==> images/final_clocks.png <==
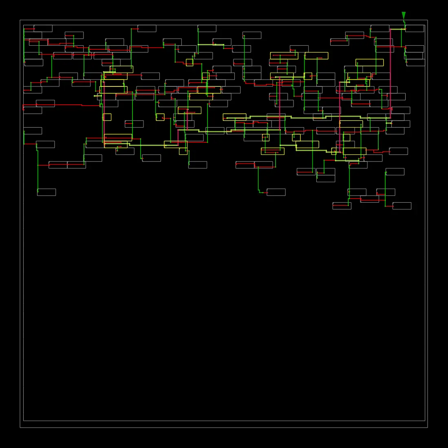
==> images/met1.png <==
Supply wires on this layer in gray.
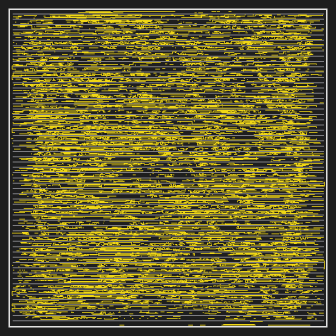
==> config.mk <==
export PLATFORM = sky130hd
export DESIGN_NAME = branch_resolve_unit
export DESIGN_NICKNAME = d
export VERILOG_FILES = /design/src/rtl/branch_resolve_unit_pkg.sv /design/src/rtl/branch_resolve_unit_cond.sv /design/src/rtl/branch_resolve_unit.sv
export SDC_FILE = /design/constraint.sdc
export NUM_CORES = 1
export LEC_CHECK = 0
export ABC_AREA = 1
export CAP_MARGIN = 20
export CORE_UTILIZATION = 50
export DETAILED_ROUTE_END_ITERATION = 16
export MAX_ROUTING_LAYER = met4
export PLACE_DENSITY = 0.8
export SLEW_MARGIN = 40
export SYNTH_ARGS = -nofsm -noshare
export SYNTH_HDL_FRONTEND = slang
export SYNTH_SLANG_ARGS = --single-unit
export TNS_END_PERCENT = 10
==> constraint.sdc <==
create_clock -name clk -period 4 [get_ports clk]
set_input_delay 1.2 -clock clk [delete_from_list [all_inputs] [get_ports clk]]
set_output_delay 1.2 -clock clk [all_outputs]
set_load 0.005 [all_outputs]
==> flow_results.org <==
#+TITLE: Physical design notes

** Run status
- Run status :: finished clean

** Pwr
- Total power for the finished layout comes to 5.18 mW.
- Power density over the cells :: 278 nW/um2

** Finish
- Combinational gates :: 1,627
- Number of inverters outside the clock class in the layout :: 451
- Dominant kind of cell by area :: multi-input combinational cells
- Number of standard cells in the final layout excluding fillers :: 3,095
- After filler insertion, the fill cell instance count of the layout stands at 2,112.
- The final antenna diode tally reported by the flow is 0.
- After routing the design area is 18,700 um2.

** Synthesis
- Flip-flop cell with the highest count after synthesis :: sky130_fd_sc_hd__dfxtp_1
- The synthesized netlist was found by Yosys to have 2,260 cells.
- Number of instances in the synthesized netlist :: 2,260
- The synthesis run identifies the leading combinational cell family as simple AND/OR/NAND/NOR gates.
- Sorting the synthesized cells by area gives the leading types as sky130_fd_sc_hd__nand2_1 23%, sky130_fd_sc_hd__dfxtp_1 21%, sky130_fd_sc_hd__inv_1 13%.
- Yosys reports the multiplexer fraction of the synthesized area as 0%.
- The synthesized netlist devotes 10.0% of its cell area to adder and majority cells.

** Critical path
- CP most frequent cell :: sky130_fd_sc_hd__nand2_1
- Number of cells on the worst reg-to-reg path :: 14
- STA classifies the critical path endpoint as a register.
- The timing report gives the biggest stage delay along the critical path as 0.45 ns.
- Ordered cell list for the critical path :: clkdlybuf4s50_1 -> ha_1 -> nand2_1 -> inv_1 -> nand2_1 -> nand3_2 -> buf_4 -> or2_2 -> nand3_1 -> nand2_1 -> nand2_1 -> nand2_1 -> nor2_1 -> nand3_1 -> nor3_2 -> nand3_1 -> nand2_1 -> nand2_1 -> nand2_1 -> a21oi_1
- The kind of cell with the highest combined delay along the critical path is simple AND/OR/NAND/NOR gates.

** Clocking
- # hold bufs at CTS :: 0
- Cell at the root of the clock tree :: sky130_fd_sc_hd__clkbuf_16
- TritonCTS clock tree :: done

** Final timing
- Worst hold slack after final layout :: 0.467 ns
- The routed design could run at a clock period as short as 3.86 ns.
- Maximum clock frequency :: 259 MHz
- Endpoints failing hold in the final report were tallied at 0.
- Post-route fraction of the period consumed by the critical path :: 96.5%

** Placed design
- Total cell area at the placement stage :: 17,800 um2
- Worst setup timing slack at the placement stage :: -0.381 ns
- After legalization and detailed placement, the total HPWL measured 40,500 um.

** Drt
- The DRC violation total left in the routed layout is recorded as 0.
- Wl on met1 :: 21,300 um
- Amount of wire on met2 after detailed routing :: 23,200 um
- Using the TritonRoute via totals, the vias-per-cell ratio works out to 5.24.
- Routed length per instance :: 16.1 um
- Count of routing violations after the opening detailed-route iteration :: 1,569

** Global routing
- The global routing report lists combined usage of all routing layers as 38.6%.
- Global routing usage on met2 :: 64.0%
- Pin count of the biggest net entering global routing :: 162
- The via count of the first global-routing pass was 15,310.

** Min path
- The most critical min-delay path falls under reg2reg.
- Counting instances, the worst hold path has a depth of 2.

** Die
- From bottom edge to top edge, the die measures 162 um.
- Num tapcells :: 330
-- final_clocks.png (at the start) --
FF+latch count: 132
# clk buffers: 17
CTS sink count: 132
Skew-Pair Late Insertion Delay: 0.42 ns
Clock Skews: 0.00907 ns

-- met1.png (at the start) --
share of all routed wire: 43%
wire length on this layer: 21.3 mm
main direction: horizontal
total length of routed wires: 49,900 um
GR Layer Usage met1: 47.5%
total vias in the final route: 16,220

## power breakdown
part           switching (mW)  internal (mW)
Sequential             0.0465           1.39
Combinational            1.13          0.940
Clock                   0.635           1.05
Total                    1.81           3.38
## synthesized netlist by cell type (all sizes together), types with 4 or more instances
cell type  instances
o21ai             59
inv              449
clkbuf            34
xor2              25
nand3b            24
a21oi            126
nand3            209
ha               100
nor2             159
xnor2             18
nor4               7
dfxtp            132
nor3              26
nand4             25
nand2            779
or2                4
o211ai            41
buf               16
## logic make-up (layout without fill, tap and decap cells)
kind of cell,after synthesis,in the layout
DFF,132,132
xor gates and xnor gates,43,43
AOI/OAI and AO/OA,239,239
buffers and inverters,501,1006
adders and majority gates,102,102
and+or+nand+nor,1243,1243
Power and IR drop assume default switching activity.
